==> images/m1.png <==
Drawn at 1.5 px/um. Cells faint in the background.
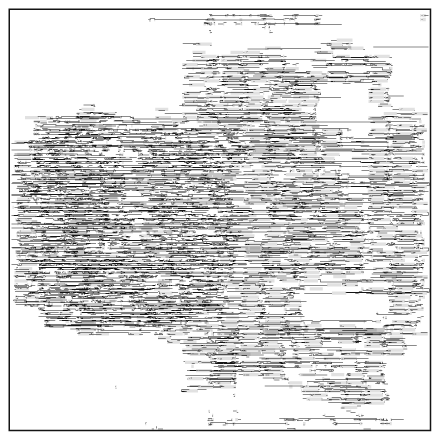
==> images/m2.png <==
Drawn at 1.5 px/um.
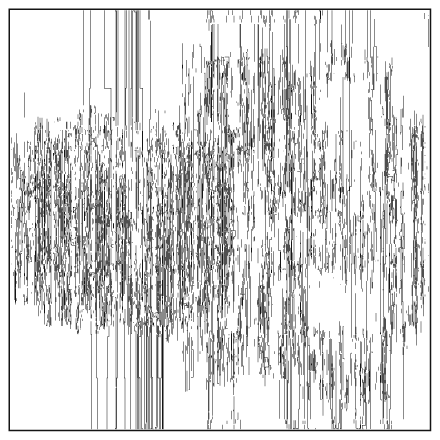
==> images/m3.png <==
Drawn at 1 px/um. Cells faint in the background.
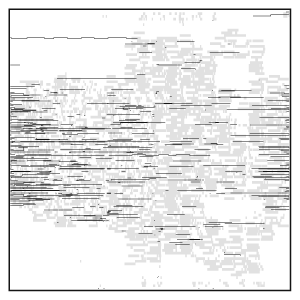
## src/rtl/ifq_pkg.sv

```systemverilog
// Shared types and constants for the instruction fetch queue.
package ifq_pkg;

  typedef enum logic [1:0] {
    S_IDLE,
    S_FETCH,
    S_DRAIN
  } ifq_state_e;

  localparam int          INSTR_W   = 32;
  localparam logic [31:0] NOP_INSTR = 32'h00000013;
  localparam int          PC_STEP   = 4;

endpackage

```

## src/rtl/ifq_fifo.sv

```systemverilog
// Synchronous prefetch FIFO holding {pc,instr} pairs; flush wins over push and pop.
module ifq_fifo #(
  parameter int DEPTH = 4,
  parameter int WIDTH = 96
) (
  input  logic                       clk,
  input  logic                       rst_n,
  input  logic                       push_i,
  input  logic                       pop_i,
  input  logic                       flush_i,
  input  logic [WIDTH-1:0]           data_i,
  output logic [WIDTH-1:0]           data_o,
  output logic [$clog2(DEPTH+1)-1:0] count_o,
  output logic                       full_o,
  output logic                       empty_o
);

  localparam int AW = $clog2(DEPTH);
  localparam int CW = $clog2(DEPTH+1);

  logic [WIDTH-1:0] mem_q [DEPTH];
  logic [AW-1:0]    wrPtr_q, rdPtr_q;
  logic [CW-1:0]    count_q;
  logic             doPush, doPop;

  assign empty_o = (count_q == '0);
  assign full_o  = (count_q == CW'(DEPTH));
  assign count_o = count_q;
  assign data_o  = mem_q[rdPtr_q];

  // A full FIFO may still accept a push when the head leaves in the same cycle.
  assign doPop  = pop_i && !empty_o;
  assign doPush = push_i && (!full_o || doPop);

  always_ff @(posedge clk or negedge rst_n) begin
    if (!rst_n) begin
      wrPtr_q <= '0;
      rdPtr_q <= '0;
      count_q <= '0;
    end else if (flush_i) begin
      wrPtr_q <= '0;
      rdPtr_q <= '0;
      count_q <= '0;
    end else begin
      if (doPush) wrPtr_q <= wrPtr_q + AW'(1);
      if (doPop)  rdPtr_q <= rdPtr_q + AW'(1);
      count_q <= count_q + CW'(doPush) - CW'(doPop);
    end
  end

  always_ff @(posedge clk) begin
    if (doPush && !flush_i) mem_q[wrPtr_q] <= data_i;
  end

endmodule

```

## src/rtl/ifetch_queue.sv

```systemverilog
// Fetch stage: sequential PC generation, credit-limited imem requests, prefetch FIFO to decode.
// Optional IFQ_PERF_EN adds popped-instruction and starved-cycle counters.
module ifetch_queue
  import ifq_pkg::*;
#(
  parameter int              XLEN     = 64,
  parameter int              DEPTH    = 4,
  parameter int              MAX_OUT  = 2,
  parameter logic [XLEN-1:0] RESET_PC = '0
) (
  input  logic               clk,
  input  logic               rst_n,
  input  logic               fetch_en,
  input  logic               redirect_valid,
  input  logic [XLEN-1:0]    redirect_pc,
  output logic               imem_req_valid,
  input  logic               imem_req_ready,
  output logic [XLEN-1:0]    imem_req_addr,
  input  logic               imem_rsp_valid,
  input  logic [INSTR_W-1:0] imem_rsp_data,
  output logic               out_valid,
  input  logic               out_ready,
  output logic [INSTR_W-1:0] out_instr,
`ifdef IFQ_PERF_EN
  output logic [31:0]        perf_fetch_cnt,
  output logic [31:0]        perf_stall_cnt,
`endif
  output logic [XLEN-1:0]    out_pc
);

  localparam int OW = $clog2(MAX_OUT+1);
  localparam int FW = $clog2(DEPTH+1);
  localparam int W  = XLEN + INSTR_W;

  ifq_state_e      state_q, state_d;
  logic [XLEN-1:0] fetchPc_q, fetchPc_d, rspPc_q, rspPc_d, redirPc;
  logic [OW-1:0]   outCnt_q, outCnt_d, drop_q, drop_d, inflight;
  logic            reqPend_q, reqPend_d;
  logic            credit, reqHs, rspDecr, pushEn, popEn;
  logic [FW-1:0]   fifoCount;
  logic            fifoFull, fifoEmpty;
  logic [W-1:0]    headData;

  assign redirPc = redirect_pc & ~XLEN'(3);
  assign credit  = (outCnt_q < OW'(MAX_OUT)) && ((int'(fifoCount) + int'(outCnt_q)) < DEPTH);
  assign reqHs   = imem_req_valid && imem_req_ready;
  assign rspDecr = imem_rsp_valid && (outCnt_q != '0);
  assign inflight = outCnt_q - OW'(rspDecr);
  assign pushEn  = imem_rsp_valid && (drop_q == '0) && !redirect_valid;
  assign popEn   = out_valid && out_ready && !redirect_valid;

  always_ff @(posedge clk or negedge rst_n) begin
    if (!rst_n) begin
      state_q   <= S_IDLE;
      fetchPc_q <= RESET_PC;
      rspPc_q   <= RESET_PC;
      outCnt_q  <= '0;
      drop_q    <= '0;
      reqPend_q <= 1'b0;
    end else begin
      state_q   <= state_d;
      fetchPc_q <= fetchPc_d;
      rspPc_q   <= rspPc_d;
      outCnt_q  <= outCnt_d;
      drop_q    <= drop_d;
      reqPend_q <= reqPend_d;
    end
  end

  always_comb begin
    state_d = state_q;
    if (redirect_valid) begin
      state_d = (inflight != '0) ? S_DRAIN : (fetch_en ? S_FETCH : S_IDLE);
    end else begin
      unique case (state_q)
        S_IDLE:  if (fetch_en) state_d = S_FETCH;
        S_FETCH: if (!fetch_en && outCnt_q == '0 && !reqPend_q) state_d = S_IDLE;
        S_DRAIN: if (drop_d == '0) state_d = fetch_en ? S_FETCH : S_IDLE;
        default: state_d = S_IDLE;
      endcase
    end
  end

  // Drop counts the old-stream responses still owed to us after a redirect.
  always_comb begin
    fetchPc_d = fetchPc_q;
    rspPc_d   = rspPc_q;
    drop_d    = drop_q;
    outCnt_d  = inflight + OW'(reqHs);
    reqPend_d = imem_req_valid && !imem_req_ready;
    if (redirect_valid) begin
      fetchPc_d = redirPc;
      rspPc_d   = redirPc;
      drop_d    = inflight;
    end else begin
      if (reqHs)  fetchPc_d = fetchPc_q + XLEN'(PC_STEP);
      if (pushEn) rspPc_d   = rspPc_q + XLEN'(PC_STEP);
      if (imem_rsp_valid && drop_q != '0) drop_d = drop_q - OW'(1);
    end
  end

  // A request that has been raised stays up until accepted; only a redirect withdraws it.
  always_comb begin
    imem_req_valid = !redirect_valid && (reqPend_q || (state_q == S_FETCH && fetch_en && credit));
    imem_req_addr  = fetchPc_q;
    out_valid      = !fifoEmpty;
    out_instr      = fifoEmpty ? NOP_INSTR : headData[INSTR_W-1:0];
    out_pc         = fifoEmpty ? '0 : headData[W-1:INSTR_W];
  end

  ifq_fifo #(
    .DEPTH(DEPTH),
    .WIDTH(W)
  ) uFifo (
    .clk    (clk),
    .rst_n  (rst_n),
    .push_i (pushEn),
    .pop_i  (popEn),
    .flush_i(redirect_valid),
    .data_i ({rspPc_q, imem_rsp_data}),
    .data_o (headData),
    .count_o(fifoCount),
    .full_o (fifoFull),
    .empty_o(fifoEmpty)
  );

`ifdef IFQ_PERF_EN
  logic [31:0] perfFetch_q, perfStall_q;

  always_ff @(posedge clk or negedge rst_n) begin
    if (!rst_n) begin
      perfFetch_q <= '0;
      perfStall_q <= '0;
    end else begin
      if (popEn) perfFetch_q <= perfFetch_q + 32'd1;
      if (out_ready && !out_valid && state_q != S_IDLE) perfStall_q <= perfStall_q + 32'd1;
    end
  end

  assign perf_fetch_cnt = perfFetch_q;
  assign perf_stall_cnt = perfStall_q;
`endif

  assert property (@(posedge clk) disable iff (!rst_n) !(pushEn && fifoFull && !popEn));
  assert property (@(posedge clk) disable iff (!rst_n) outCnt_q <= OW'(MAX_OUT));

endmodule

```

## config.mk

```make
export PLATFORM = sky130hd
export DESIGN_NAME = ifetch_queue
export DESIGN_NICKNAME = d
export VERILOG_FILES = /design/src/rtl/ifq_pkg.sv /design/src/rtl/ifq_fifo.sv /design/src/rtl/ifetch_queue.sv
export SDC_FILE = /design/constraint.sdc
export NUM_CORES = 1
export LEC_CHECK = 0
export ABC_AREA = 1
export CAP_MARGIN = 20
export CORE_UTILIZATION = 33
export DETAILED_ROUTE_END_ITERATION = 8
export DONT_BUFFER_PORTS = 1
export GPL_TIMING_DRIVEN = 0
export SYNTH_ARGS = -nofsm -noshare
export SYNTH_HDL_FRONTEND = slang
export SYNTH_HIERARCHICAL = 1
export SYNTH_SLANG_ARGS = --single-unit
```

## constraint.sdc

```tcl
create_clock -name clk -period 7.2 [get_ports clk]
set_clock_uncertainty 0.1 [all_clocks]
set_input_delay 0.72 -clock clk [delete_from_list [all_inputs] [get_ports clk]]
set_output_delay 0.72 -clock clk [all_outputs]
set_load 0.1 [all_outputs]
```

==> impl_metrics.json <==
{
  "pin_count": 265,
  "power.share.switching": 0.371,
  "crit_path_max_fanout": 28,
  "slew-limit-headroom": 0.223,
  "r2r_slack_ns": 1.64,
  "drive_above_1_share": 0.116,
  "core_util_floorplan": 0.334,
  "drv_cap": 0,
  "finalClockPeriodUsage": 0.772,
  "detail_route.drc_violations": 0,
  "gp_weighted_congestion": 0.966,
  "grt_first_pass_wirelength_um": 124000,
  "insertion_delay_ns": 0.62,
  "power.group.top": "sequential cells",
  "critical-path-top-cell-by-count": "sky130_fd_sc_hd__inv_1",
  "cp-endpoint": "uFifo/mem_q[2][33]$_DFFE_PP_",
  "hold_ws_ns": -0.0388,
  "area.sequential_um2": 15000,
  "cts_repair_resize_count": 0,
  "detail_route.vias_per_cell": 5.07,
  "die_h_um": 280,
  "number_of_cell_rows": 101,
  "powerComb_mw": 1.70,
  "grt_overflow_total": 0,
  "finalHoldViolCount": 9,
  "drv_slew": 0,
  "setup_violation_total_in_the_final_timing_report": 0,
  "clkSlewWorstSetupHoldPaths_ns": 0.06,
  "grt_antenna_before_repair": 3,
  "worstSetupStartpoint": "uFifo/count_o[1]$_DFF_PN0_",
  "setup_total_negative_slack_ns": 0,
  "root_buffer_cell": "sky130_fd_sc_hd__clkbuf_16",
  "area_growth_pct": 16.0,
  "ordered_list_of_cells_on_the_worst_path": "nor2_1 > nand2_1 > inv_1 > clkbuf_1 > clkbuf_1 > inv_1 > nand2_1 > nor2_1 > inv_1 > nand3_1 > nand3_1 > nor2_4 > buf_12 > buf_12",
  "chipWidth_um": 280,
  "number_of_nets_at_the_end_of_the_flow": 3035,
  "yosys_warnings": 6,
  "track_usage": 0.214,
  "total_power_mw": 8.91,
  "violations": "negative hold slack",
  "post_cts_buffers": 0,
  "power.density_cell_area_nw_per_um2": 302,
  "run_status": "finished, violations left",
  "worst_slack_ns": 1.64,
  "die-area_um2": 78300,
  "cts.sinks": 522,
  "area_of_the_core_um2": 76200,
  "synth.cell_area_um2": 25500,
  "regToRegStartpoint": "uFifo/count_o[1]$_DFF_PN0_",
  "finalNonFillerCells": 3991,
  "cts-root-to-sink-buffers": 3
}
Notes on m1.png above:
main direction: horizontal
nets with wire on the layer: 2842
longest straight run: 133 um
GR Layer Usage met1: 0.279
Total Wirelength: 84500 um
count of vias placed by the detailed router: 20200

Notes on m2.png above:
wire length on this layer: 40.2 mm
longest straight run: 120 um
GRT met2 Usage: 0.355

Notes on m3.png above:
share of all routed wire: 8.5%
nets with wire on the layer: 348
met3 GRT Util: 0.0424

==> cell usage in the layout, fill, tap and decap left out, types with 27 or more instances in the layout <==
cell type / instances
sky130_fd_sc_hd__dfrtp_1: 138
sky130_fd_sc_hd__nand4_1: 27
sky130_fd_sc_hd__o22ai_1: 97
sky130_fd_sc_hd__nor2_2: 113
sky130_fd_sc_hd__buf_2: 50
sky130_fd_sc_hd__nor2_1: 479
sky130_fd_sc_hd__edfxtp_1: 384
sky130_fd_sc_hd__inv_1: 241
sky130_fd_sc_hd__nand3_1: 128
sky130_fd_sc_hd__clkbuf_16: 56
sky130_fd_sc_hd__o21ai_1: 76
sky130_fd_sc_hd__xor2_1: 30
sky130_fd_sc_hd__clkbuf_1: 61
sky130_fd_sc_hd__o21ai_0: 179
sky130_fd_sc_hd__nand2_1: 635
==> cell type report <==
| class | count | share of cell area |
|---|---|---|
| tap | 1030 | 0.0436 |
| buffer | 118 | 0.0189 |
| timing repair buffer | 24 | 0.0201 |
| antenna | 2 | 0.000169 |
| sequential | 522 | 0.507 |
| clock buffer | 66 | 0.0492 |
| clock inverter | 31 | 0.0146 |
| multi-input combinational | 1950 | 0.315 |
| inverter | 248 | 0.0315 |
==> critical path, delay by kind of cell, from the launching register on <==
family / cells / cell delay [ns]
buf+inv: 7 / 2.32
simple gates: 7 / 2.17
flops: 1 / 0.57
==> registers in the layout, indices dropped and copies added (netlist names) <==
register,cells
drop_q,2
imem_req_addr,62
outCnt_q,2
reqPend_q,1
rspPc_q,62
state_q,2
uFifo/count_o,3
uFifo/mem_q,384
uFifo/rdPtr_q,2
uFifo/wrPtr_q,2
==> per-layer routing <==
layer  wire length (um)  share of wire  track usage
met1              34500           0.41        0.279
met2              40200           0.48        0.355
met4               2740          0.032       0.0744
met3               7140          0.084       0.0424
met5                  0              0            0
